## config.mk

```make
export PLATFORM = sky130hd
export DESIGN_NAME = mem_access_unit_flat
export DESIGN_NICKNAME = d
export VERILOG_FILES = /design/src/rtl/mem_access_unit_if.sv /design/src/rtl/mem_access_unit.sv /design/src/flat_wrapper.sv
export SDC_FILE = /design/constraint.sdc
export NUM_CORES = 1
export LEC_CHECK = 0
export ABC_AREA = 0
export CORE_UTILIZATION = 45
export CTS_CLUSTER_SIZE = 10
export DETAILED_ROUTE_END_ITERATION = 8
export PLACE_DENSITY = 0.87
export SETUP_SLACK_MARGIN = 0.4
export SLEW_MARGIN = 15
export SYNTH_ARGS = -nofsm -noshare
export SYNTH_HDL_FRONTEND = slang
export SYNTH_SLANG_ARGS = --single-unit
```

## constraint.sdc

```tcl
create_clock -name i_clk -period 3.6 [get_ports i_clk]
set_input_delay 0.36 -clock i_clk [delete_from_list [all_inputs] [get_ports i_clk]]
set_output_delay 0.36 -clock i_clk [all_outputs]
set_load 0.1 [all_outputs]
```

## src/rtl/mem_access_unit_if.sv

```systemverilog
// Request/response and data-memory bus bundle for mem_access_unit.
// slave  : the unit side (takes requests, drives responses and memory strobes).
// master : the pipeline/memory side (drives requests and memory read data).
// Signals:
//   request  : i_req_valid, o_req_ready, i_req_we, i_req_size, i_req_unsigned,
//              i_req_addr, i_req_wdata
//   response : o_resp_valid, o_resp_err, o_resp_rdata
//   memory   : o_memread, o_memwrite, o_address, o_write_data, i_read_data
interface mem_access_unit_if;
  logic        i_req_valid;
  logic        o_req_ready;
  logic        i_req_we;
  logic [1:0]  i_req_size;
  logic        i_req_unsigned;
  logic [31:0] i_req_addr;
  logic [31:0] i_req_wdata;
  logic        o_resp_valid;
  logic        o_resp_err;
  logic [31:0] o_resp_rdata;
  logic        o_memread;
  logic        o_memwrite;
  logic [31:0] o_address;
  logic [31:0] o_write_data;
  logic [31:0] i_read_data;

  modport slave (
    input  i_req_valid, i_req_we, i_req_size, i_req_unsigned, i_req_addr,
           i_req_wdata, i_read_data,
    output o_req_ready, o_resp_valid, o_resp_err, o_resp_rdata,
           o_memread, o_memwrite, o_address, o_write_data
  );

  modport master (
    output i_req_valid, i_req_we, i_req_size, i_req_unsigned, i_req_addr,
           i_req_wdata, i_read_data,
    input  o_req_ready, o_resp_valid, o_resp_err, o_resp_rdata,
           o_memread, o_memwrite, o_address, o_write_data
  );
endinterface

```

## src/rtl/mem_access_unit.sv

```systemverilog
// MEM-stage initiator for a word-addressed data memory.
// Accepts one byte/half/word load or store at a time, checks alignment and
// address range, performs sub-word stores as read-modify-write, and returns a
// one-cycle response with extended load data.
// Ports:
//   i_clk   : clock, rising edge
//   i_rst_n : synchronous active-low reset
//   bus     : mem_access_unit_if.slave (request, response, memory bus)
module mem_access_unit #(
  parameter logic [31:0] BASE_ADDR = 32'h0000_3000,
  parameter logic [31:0] LAST_ADDR = 32'h000E_FFFF
) (
  input  logic               i_clk,
  input  logic               i_rst_n,
  mem_access_unit_if.slave   bus
);

  typedef enum logic [1:0] {IDLE, RD, WR, DONE} state_t;

  state_t      state, state_nxt;
  logic        r_we;
  logic [1:0]  r_size;
  logic        r_uns;
  logic [31:0] r_addr;
  logic [31:0] r_wdata;
  logic        r_err;
  logic [31:0] r_word;

  logic        ready;
  logic        accept;
  logic        req_err;
  logic [1:0]  span;
  logic [32:0] end_addr;
  logic [31:0] aligned;
  logic [31:0] merged;
  logic [31:0] shifted;
  logic [31:0] load_val;

  assign ready  = (state == IDLE) && i_rst_n;
  assign accept = bus.i_req_valid && ready;

  // End address is computed one bit wider so a request near 2^32 cannot wrap
  // past the range check.
  always_comb begin
    span = 2'd0;
    case (bus.i_req_size)
      2'b01:   span = 2'd1;
      2'b10:   span = 2'd3;
      default: span = 2'd0;
    endcase
    end_addr = {1'b0, bus.i_req_addr} + {31'b0, span};
    req_err  = (bus.i_req_size == 2'b11) ||
               ((bus.i_req_size == 2'b01) && bus.i_req_addr[0]) ||
               ((bus.i_req_size == 2'b10) && (bus.i_req_addr[1:0] != 2'b00)) ||
               (bus.i_req_addr < BASE_ADDR) ||
               (end_addr > {1'b0, LAST_ADDR});
  end

  always_ff @(posedge i_clk) begin
    if (!i_rst_n) begin
      state   <= IDLE;
      r_we    <= 1'b0;
      r_size  <= 2'b00;
      r_uns   <= 1'b0;
      r_addr  <= '0;
      r_wdata <= '0;
      r_err   <= 1'b0;
      r_word  <= '0;
    end else begin
      state <= state_nxt;
      if (accept) begin
        r_we    <= bus.i_req_we;
        r_size  <= bus.i_req_size;
        r_uns   <= bus.i_req_unsigned;
        r_addr  <= bus.i_req_addr;
        r_wdata <= bus.i_req_wdata;
        r_err   <= req_err;
      end
      if (state == RD) begin
        r_word <= bus.i_read_data;
      end
    end
  end

  always_comb begin
    state_nxt = state;
    case (state)
      IDLE: begin
        if (accept) begin
          if (req_err) begin
            state_nxt = DONE;
          end else if (bus.i_req_we && (bus.i_req_size == 2'b10)) begin
            state_nxt = WR;
          end else begin
            state_nxt = RD;
          end
        end
      end
      RD:      state_nxt = r_we ? WR : DONE;
      WR:      state_nxt = DONE;
      DONE:    state_nxt = IDLE;
      default: state_nxt = IDLE;
    endcase
  end

  // Store merge and load extraction share the little-endian lane offset.
  always_comb begin
    aligned = {r_addr[31:2], 2'b00};
    merged  = r_word;
    case (r_size)
      2'b00:   merged[{r_addr[1:0], 3'b000} +: 8]  = r_wdata[7:0];
      2'b01:   merged[{r_addr[1], 4'b0000} +: 16] = r_wdata[15:0];
      default: merged = r_wdata;
    endcase
    shifted  = r_word >> {r_addr[1:0], 3'b000};
    load_val = r_word;
    case (r_size)
      2'b00:   load_val = r_uns ? {24'b0, shifted[7:0]}
                                : {{24{shifted[7]}}, shifted[7:0]};
      2'b01:   load_val = r_uns ? {16'b0, shifted[15:0]}
                                : {{16{shifted[15]}}, shifted[15:0]};
      default: load_val = r_word;
    endcase
  end

  always_comb begin
    bus.o_req_ready  = ready;
    bus.o_memread    = 1'b0;
    bus.o_memwrite   = 1'b0;
    bus.o_address    = '0;
    bus.o_write_data = '0;
    bus.o_resp_valid = 1'b0;
    bus.o_resp_err   = 1'b0;
    bus.o_resp_rdata = '0;
    case (state)
      RD: begin
        bus.o_memread = 1'b1;
        bus.o_address = aligned;
      end
      WR: begin
        bus.o_memwrite   = 1'b1;
        bus.o_address    = aligned;
        bus.o_write_data = merged;
      end
      DONE: begin
        bus.o_resp_valid = 1'b1;
        bus.o_resp_err   = r_err;
        if (!r_err && !r_we) begin
          bus.o_resp_rdata = load_val;
        end
      end
      default: ;
    endcase
  end

endmodule

```

## src/flat_wrapper.sv

```systemverilog
// flat-port wrapper written by rule: the top's interface ports become plain ports
module mem_access_unit_flat 
#(
  parameter logic [31:0] BASE_ADDR = 32'h0000_3000,
  parameter logic [31:0] LAST_ADDR = 32'h000E_FFFF
)
  (i_clk, i_rst_n, bus_i_req_valid, bus_i_req_we, bus_i_req_size, bus_i_req_unsigned, bus_i_req_addr, bus_i_req_wdata, bus_i_read_data, bus_o_req_ready, bus_o_resp_valid, bus_o_resp_err, bus_o_resp_rdata, bus_o_memread, bus_o_memwrite, bus_o_address, bus_o_write_data);
  mem_access_unit_if bus_i ();
  input  logic i_clk;
  input  logic i_rst_n;
  input wire logic [$bits(bus_i.i_req_valid)-1:0] bus_i_req_valid;
  input wire logic [$bits(bus_i.i_req_we)-1:0] bus_i_req_we;
  input wire logic [$bits(bus_i.i_req_size)-1:0] bus_i_req_size;
  input wire logic [$bits(bus_i.i_req_unsigned)-1:0] bus_i_req_unsigned;
  input wire logic [$bits(bus_i.i_req_addr)-1:0] bus_i_req_addr;
  input wire logic [$bits(bus_i.i_req_wdata)-1:0] bus_i_req_wdata;
  input wire logic [$bits(bus_i.i_read_data)-1:0] bus_i_read_data;
  output wire logic [$bits(bus_i.o_req_ready)-1:0] bus_o_req_ready;
  output wire logic [$bits(bus_i.o_resp_valid)-1:0] bus_o_resp_valid;
  output wire logic [$bits(bus_i.o_resp_err)-1:0] bus_o_resp_err;
  output wire logic [$bits(bus_i.o_resp_rdata)-1:0] bus_o_resp_rdata;
  output wire logic [$bits(bus_i.o_memread)-1:0] bus_o_memread;
  output wire logic [$bits(bus_i.o_memwrite)-1:0] bus_o_memwrite;
  output wire logic [$bits(bus_i.o_address)-1:0] bus_o_address;
  output wire logic [$bits(bus_i.o_write_data)-1:0] bus_o_write_data;
  assign bus_i.i_req_valid = bus_i_req_valid;
  assign bus_i.i_req_we = bus_i_req_we;
  assign bus_i.i_req_size = bus_i_req_size;
  assign bus_i.i_req_unsigned = bus_i_req_unsigned;
  assign bus_i.i_req_addr = bus_i_req_addr;
  assign bus_i.i_req_wdata = bus_i_req_wdata;
  assign bus_i.i_read_data = bus_i_read_data;
  assign bus_o_req_ready = bus_i.o_req_ready;
  assign bus_o_resp_valid = bus_i.o_resp_valid;
  assign bus_o_resp_err = bus_i.o_resp_err;
  assign bus_o_resp_rdata = bus_i.o_resp_rdata;
  assign bus_o_memread = bus_i.o_memread;
  assign bus_o_memwrite = bus_i.o_memwrite;
  assign bus_o_address = bus_i.o_address;
  assign bus_o_write_data = bus_i.o_write_data;
  mem_access_unit #(.BASE_ADDR(BASE_ADDR), .LAST_ADDR(LAST_ADDR)) u_core (.i_clk(i_clk), .i_rst_n(i_rst_n), .bus(bus_i));
endmodule
```

### Metal 4, run 1

(3 px per um)
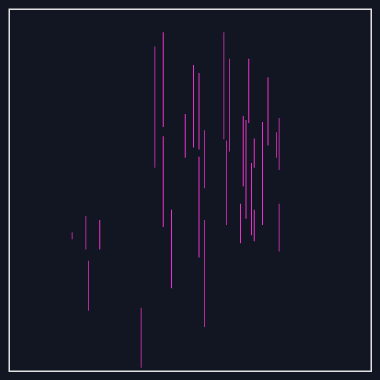
The longest straight run is 40.1 um. The layer carries 664 um of wire.

### Power grid, run 1

(4 px per um) Pins as bars on the die edge.
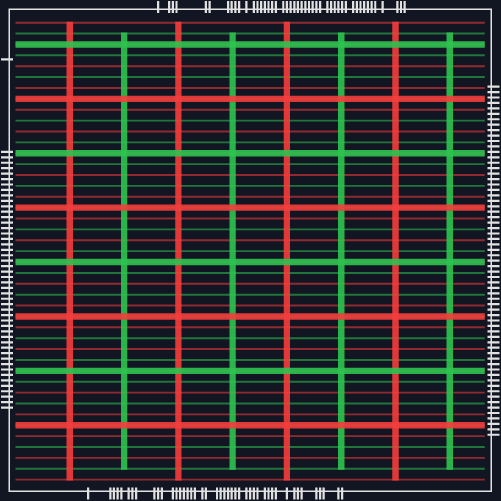
Key: red = VSS; green = VDD
8 straps on met4. 43 met1 rails follow the rows. 204 signal pins sit on the boundary. The core has 42 rows.

### Clock network drawn from the DEF, run 1

(4 px per um)
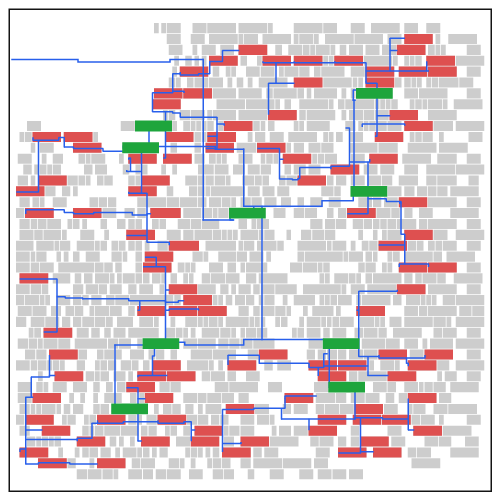
Key: red = flip-flops [count 103]; green = clock drivers [count 9]; blue = clock wires [length 1260 um]
There are 10 routed clock nets. Position of the flops: widely spread.
share of total power in the clock network: 0.176
clock insertion delay at the later pin of the skew report: 0.35 ns
power attributed to the clock group: 0.00100 W
worst clock skew: 0.007108 ns

==> CHANGELOG.md, run 1 <==
### Physical design

* Synthesized-area fraction occupied by and/or/nand/nor cells at 0.2568
* Startpoint type of the worst setup path: register
* Clock transition at path regs at 0.07 ns
* Cell type taking the most area: multi-input combinational cells
* Number of cells in the design after placement at 1169
* Combined global-route utilization of all metal layers at 0.3027
* Number of inverters outside the clock class in the layout at 36
* Destination of the critical timing path: bus_o_write_data[11]
* F_max at 0.3294 GHz
* Logic share of the area at 0.4397
* Sequential cell area at 0.002064 mm2
* Global-route congestion overflow total at 0
* Area after DPL at 0.009253 mm2
* Avg Vias per Cell at 5.780
* Top-level I/O count at 204
* Maximum fanout along the worst path at 10
* Avg Synthesized Cell Area at 7.476 um2
* Comb. cell area at 0.004257 mm2
* Number of buffers inserted for hold repair after clock tree synthesis at 0
* Post-layout utilization of the core at 0.7224
* Async S/R FF share, synth at 0
* Count of plain and timing-repair buffers in the layout at 222
* Start point of the worst hold path: bus_i_req_size[0]
* Most frequent cells in the layout: nand2_1, clkdlybuf4s50_1, dfxtp_1
* Global routing met3 resource utilization at 0.06606
* CP Data Arrival Time at 2.68 ns
* Critical-path top delay cell: ha_1
* Flop share of the area at 0.2133
* # port buffers at 201
* Clk tree area frac at 0.03102
* Max Transition Viols Final at 0
* Final Hold Violating Endpoints at 0
* Reg-to-reg critical path startpoint: u_core.state[0]$_SDFFE_PN0P_
* Total length of routed wires at 22130 um
* Multi-In Gates at 638
* Most frequent logic cell in the layout: nand2_1
* Final ANT Viol Nets at 0
* Core Density at Floorplan at 0.4686
* Unrepaired setup endpoints after global routing: no
* Detailed-routed wire length on met3 at 1770 um
* Pleak at 3.501 nW
* Post-synthesis mux area share at 0.07970
* Clock Root Buffer: clkbuf_16
* Post-synthesis share of cell area spent on xor and xnor gates at 0.002789
* Detailed-route via count at 6884
* Post-layout nets at 1129
* Routed metal-1 wire length at 8850 um
* Num CTS Buffers at 9
* Main flop type: dfxtp_1
* # Cells Yosys at 840
* Critical-path cell list: clkinv_1 -> ha_1 -> nand2b_1 -> nor2_2 -> a2bb2oi_1 -> o21ai_0 -> and2_2 -> buf_12
* Cell taking the most area after synthesis: dfxtp_1
* Proportion of power drawn by combinational gates at 0.524
* Power of the combinational group at 0.00298 W
* Synth-to-layout area growth at 54.15%
* Top Consumer: combinational logic
* Num Clock Sinks at 103
* Number of global-route vias before repair at 6570
* N_taps at 176
* Core outline area at 0.01340 mm2
* Post-CTS Setup Inserts at 0
* Outcome: finished clean
* Reg power frac at 0.300
* Adder and majority cell fraction of the synthesized area at 0.03307
* Most used routing layer: met2
* Count of instances resized after the clock tree is built at 6
* Global routing met1 resource utilization at 0.3650
* Sink of the worst hold path: u_core.r_size[0]$_SDFFE_PN0P_
* R2r setup slk at 1.55 ns
* P_sw at 0.002745 W
* Count of flip-flops with a built-in enable after synthesis at 0
* Met2 GRT Util at 0.5201
* Post-synthesis cell type with the largest instance count: nand2_1
* Synthesis warning total at 0
* Yosys chip area at 0.006280 mm2
* DR top layer: met4
* Depth of the worst register-to-register path at 5
* Die boundary width at 120.1 um
* Critical path startpoint: u_core.r_addr[0]$_SDFFE_PN0P_
* End of the worst register-to-register path: u_core.r_wdata[6]$_SDFFE_PN0P_
* Final-layout clock buffer total at 11
* Routed wire length per instance at 18.58 um
* Endpoints failing setup at 0
* Portion of synthesized cell area occupied by the leading cell type at 0.3284
* Sum of met2 wire segment lengths after detailed routing at 10850 um
* Area enclosed by the die boundary at 0.01443 mm2
* Iter 0 DRT Violations at 713
* Gate count of the mapped netlist at 840
* Filler Cell Count at 996
* Total tool warning count at 41
* Period utilisation layout at 0.8432
* Largest registers: u_core.r_addr x32, u_core.r_wdata x32, u_core.r_word x32
* Deepest clock path buffer count at 2
* Finished layout cell area at 0.009681 mm2
* Setup total negative slack at 0 ns
* Stage delay of the slowest cell on the critical path at 0.36 ns
* Largest cells by area after synthesis: dfxtp_1, nand2_1, mux2i_1
* Largest net degree at the start of global routing at 106
* RePlAce Congestion at 0.9775
* Power density over the cells at 587.8 mW/mm2
* Ratio of cells with drive above 1 in the final layout at 0.2089
* CP bufs+invs at 2
* Count of cells along the worst hold path at 3
* AND-OR/OR-AND Cells, Area Fraction at 0.2377
* ANT cells at 0
* Iteration count of the initial detailed-routing pass at 6
* Slew at the pin closest to its max-slew limit at 1.021 ns
* Mapped cell area at 0.006280 mm2
* Stages on the worst setup path at 8
* Sequential-to-total area share from yosys stat at 0.3284
* Number of standard cells in the layout, taps in and fillers out at 1191
* Max cap viols at 0
* Switching portion of total power at 0.4824
* HPWL after detailed placement at 16260 um
* Total power after layout at 0.005690 W
* Final Worst Setup Slack at 0.5646 ns
* Fraction of area in non-clock buffers at 0.2789
* Number of rows created at floorplan at 42
==> run 1 -> run 2 <==
- CORE_UTILIZATION: 45 -> 42
- PLACE_DENSITY: 0.87 -> 0.86
- clock period: 3.6 -> 2.5 ns (I/O delays scaled with it)
### Routing congestion, run 2

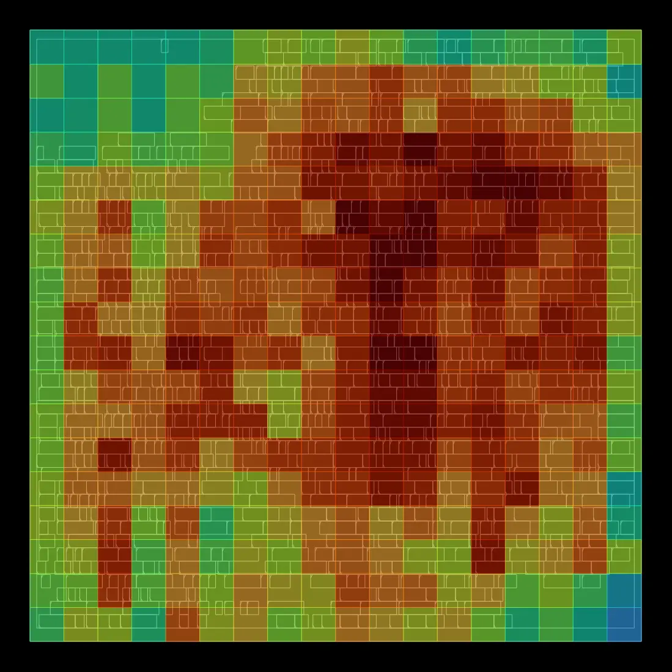
combined global-route utilization of all metal layers: 0.3360
global routing met3 resource utilization: 0.08119

==> run 2 against run 1 <==
Effect of this change:
- count of clock-buffer cells in the layout is 1 lower
- die size up 7.0%
- utilization up 8.1 points
- the flow now finishes with violations (negative setup slack)
- total power is 73% higher
- register-to-register slack worse by 0.85 ns
- routed wire length grew 34%
- via count up 15%
- combinational power is 92% higher
- first-iteration DRC count rose by 24%
- global-route usage increased by 3.3 points
- clock skew about the same
- critical endpoint is now bus_o_write_data[26]
==> CHANGELOG.md, run 2 <==
### Physical design

* Finished layout cell area at 0.01168 mm2
* F_max at 0.3633 GHz
* Power density over the cells at 844.0 mW/mm2
* End of the worst register-to-register path: u_core.r_wdata[22]$_SDFFE_PN0P_
* Core outline area at 0.01453 mm2
* Start point of the worst hold path: bus_i_req_addr[5]
* Outcome: finished with violations
* Number of inverters outside the clock class in the layout at 36
* Async S/R FF share, synth at 0
* Number of global-route vias before repair at 7621
* DR top layer: met4
* Clock Root Buffer: clkbuf_16
* Final Hold Violating Endpoints at 0
* Cell taking the most area after synthesis: dfxtp_1
* Avg Vias per Cell at 6.210
* Top Consumer: combinational logic
* Reg-to-reg critical path startpoint: u_core.state[0]$_SDFFE_PN0P_
* Adder and majority cell fraction of the synthesized area at 0.03307
* Largest cells by area after synthesis: dfxtp_1, nand2_1, mux2i_1
* Number of rows created at floorplan at 44
* Mapped cell area at 0.006280 mm2
* Sink of the worst hold path: u_core.r_addr[5]$_SDFFE_PN0P_
* Post-CTS Setup Inserts at 28
* Sequential cell area at 0.002077 mm2
* Logic share of the area at 0.4308
* Largest registers: u_core.r_addr x32, u_core.r_wdata x32, u_core.r_word x32
* Clock insertion delay at the later pin of the skew report at 0.37 ns
* Top-level I/O count at 204
* CP bufs+invs at 2
* CP Data Arrival Time at 2.50 ns
* Cell type taking the most area: multi-input combinational cells
* Met2 GRT Util at 0.5856
* Total power after layout at 0.009860 W
* Detailed-route via count at 7924
* Ratio of cells with drive above 1 in the final layout at 0.3608
* Unrepaired setup endpoints after global routing: yes
* N_taps at 184
* Area enclosed by the die boundary at 0.01544 mm2
* Count of flip-flops with a built-in enable after synthesis at 0
* Multi-In Gates at 638
* Stage delay of the slowest cell on the critical path at 0.81 ns
* R2r setup slk at 0.70 ns
* Count of instances resized after the clock tree is built at 117
* Reg power frac at 0.261
* Power of the combinational group at 0.00573 W
* Sequential-to-total area share from yosys stat at 0.3284
* Power attributed to the clock group at 0.00156 W
* Startpoint type of the worst setup path: register
* Comb. cell area at 0.005032 mm2
* Slew at the pin closest to its max-slew limit at 0.8817 ns
* Post-synthesis mux area share at 0.07970
* Endpoints failing setup at 28
* Sum of met2 wire segment lengths after detailed routing at 13910 um
* Routed metal-1 wire length at 10150 um
* Count of plain and timing-repair buffers in the layout at 300
* Iter 0 DRT Violations at 886
* Portion of synthesized cell area occupied by the leading cell type at 0.3284
* Maximum fanout along the worst path at 7
* Share of total power in the clock network at 0.158
* # port buffers at 201
* Max cap viols at 0
* Deepest clock path buffer count at 2
* Yosys chip area at 0.006280 mm2
* Area after DPL at 0.01057 mm2
* Global routing met1 resource utilization at 0.3671
* Number of standard cells in the layout, taps in and fillers out at 1276
* Count of cells along the worst hold path at 3
* Core Density at Floorplan at 0.4321
* Gate count of the mapped netlist at 840
* Total length of routed wires at 29570 um
* Final Worst Setup Slack at -0.2525 ns
* Main flop type: dfxtp_1
* Post-synthesis share of cell area spent on xor and xnor gates at 0.002789
* Most frequent cells in the layout: nand2_1, buf_12, dfxtp_1
* Stages on the worst setup path at 6
* Destination of the critical timing path: bus_o_write_data[26]
* Number of buffers inserted for hold repair after clock tree synthesis at 0
* Post-layout utilization of the core at 0.8038
* Global-route congestion overflow total at 0
* Worst clock skew at 0.007604 ns
* Post-layout nets at 1207
* Avg Synthesized Cell Area at 7.476 um2
* P_sw at 0.004747 W
* Detailed-routed wire length on met3 at 3212 um
* Flop share of the area at 0.1778
* RePlAce Congestion at 0.9462
* Die boundary width at 124.3 um
* Depth of the worst register-to-register path at 6
* Max Transition Viols Final at 0
* Clk tree area frac at 0.02742
* Largest net degree at the start of global routing at 125
* Most frequent logic cell in the layout: nand2_1
* Failing checks: negative setup slack
* Final-layout clock buffer total at 10
* ANT cells at 0
* HPWL after detailed placement at 17530 um
* Number of cells in the design after placement at 1222
* Most used routing layer: met2
* Filler Cell Count at 811
* Total tool warning count at 43
* Proportion of power drawn by combinational gates at 0.581
* Fraction of area in non-clock buffers at 0.3306
* Critical-path top delay cell: a221oi_1
* Synth-to-layout area growth at 86.03%
* # Cells Yosys at 840
* Routed wire length per instance at 23.17 um
* Final ANT Viol Nets at 0
* Synthesized-area fraction occupied by and/or/nand/nor cells at 0.2568
* Critical-path cell list: buf_4 -> ha_1 -> mux2i_4 -> a221oi_1 -> a21oi_4 -> buf_12
==> run 2 -> run 3 <==
- CAP_MARGIN: default -> 0
### Power grid, run 3

(4 px per um) Pins as bars on the die edge.
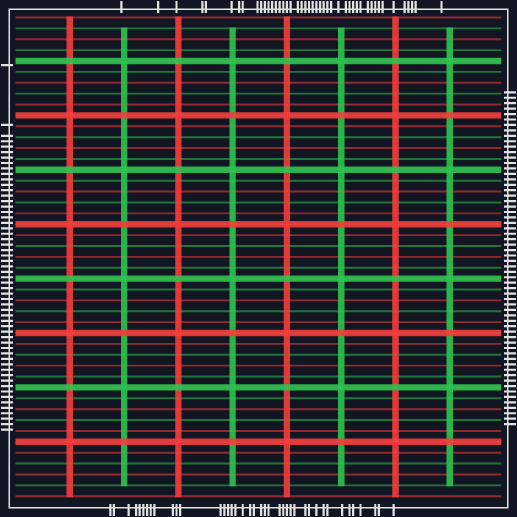
Key: green = VDD; red = VSS
45 met1 rails follow the rows. 204 signal pins sit on the boundary. The core has 44 rows. 8 straps on met4. 8 straps on met5.
worst vdd rail ir drop: 0.0005314 V
vertical die size: 124.3 um
die boundary width: 124.3 um
core outline area: 0.01453 mm2

==> run 3 against run 2 <==
Effect of this change:
- the run still ends with negative setup slack left
- sequential cell count unchanged
- hold slack did not move
- register-to-register slack about the same
==> CHANGELOG.md, run 3 <==
### Physical design

* Count of flip-flops with a built-in enable after synthesis at 0
* Critical path startpoint: u_core.r_addr[1]$_SDFFE_PN0P_
* Outcome: finished with violations
* Max Transition Viols Final at 0
* Routed metal-1 wire length at 10150 um
* Deepest clock path buffer count at 2
* Main flop type: dfxtp_1
* CP Data Arrival Time at 2.50 ns
* Power attributed to the clock group at 0.00156 W
* Count of cells along the worst hold path at 3
* Stages on the worst setup path at 6
* Final Worst Setup Slack at -0.2525 ns
* Count of plain and timing-repair buffers in the layout at 300
* Avg Synthesized Cell Area at 7.476 um2
* Iteration count of the initial detailed-routing pass at 8
* ANT cells at 0
* AND-OR/OR-AND Cells, Area Fraction at 0.2377
* Final Hold Violating Endpoints at 0
* Num CTS Buffers at 9
* Worst clock skew at 0.007604 ns
* Adder and majority cell fraction of the synthesized area at 0.03307
* Post-CTS Setup Inserts at 28
* Period utilisation layout at 1.101
* Gate count of the mapped netlist at 840
* Fraction of area in non-clock buffers at 0.3306
* # port buffers at 201
* Total power after layout at 0.009860 W
* Max cap viols at 0
* Post-synthesis cell type with the largest instance count: nand2_1
* Combined global-route utilization of all metal layers at 0.3360
* Global routing met3 resource utilization at 0.08119
* Finished layout cell area at 0.01168 mm2
* Num Clock Sinks at 103
* Unrepaired setup endpoints after global routing: yes
* Largest net degree at the start of global routing at 125
* Avg Vias per Cell at 6.210
* Largest cells by area after synthesis: dfxtp_1, nand2_1, mux2i_1
* Top-level I/O count at 204
* Switching portion of total power at 0.4815
* Critical-path cell list: buf_4 -> ha_1 -> mux2i_4 -> a221oi_1 -> a21oi_4 -> buf_12
* Filler Cell Count at 811
* Total tool warning count at 43
* Failing checks: negative setup slack
* Proportion of power drawn by combinational gates at 0.581
* Clock Root Buffer: clkbuf_16
* Endpoints failing setup at 28
* N_taps at 184
* CP bufs+invs at 2
* Most used routing layer: met2
* Power of the combinational group at 0.00573 W
* Area enclosed by the die boundary at 0.01544 mm2
* Total length of routed wires at 29570 um
* Comb. cell area at 0.005032 mm2
* Reg-to-reg critical path startpoint: u_core.state[0]$_SDFFE_PN0P_
* Synthesized-area fraction occupied by and/or/nand/nor cells at 0.2568
* Slew at the pin closest to its max-slew limit at 0.8817 ns
* Top Consumer: combinational logic
* Destination of the critical timing path: bus_o_write_data[26]
* Post-layout utilization of the core at 0.8038
* Global routing met1 resource utilization at 0.3671
* Number of rows created at floorplan at 44
* # Cells Yosys at 840
* Pleak at 4.218 nW
Power and IR drop assume default switching activity.
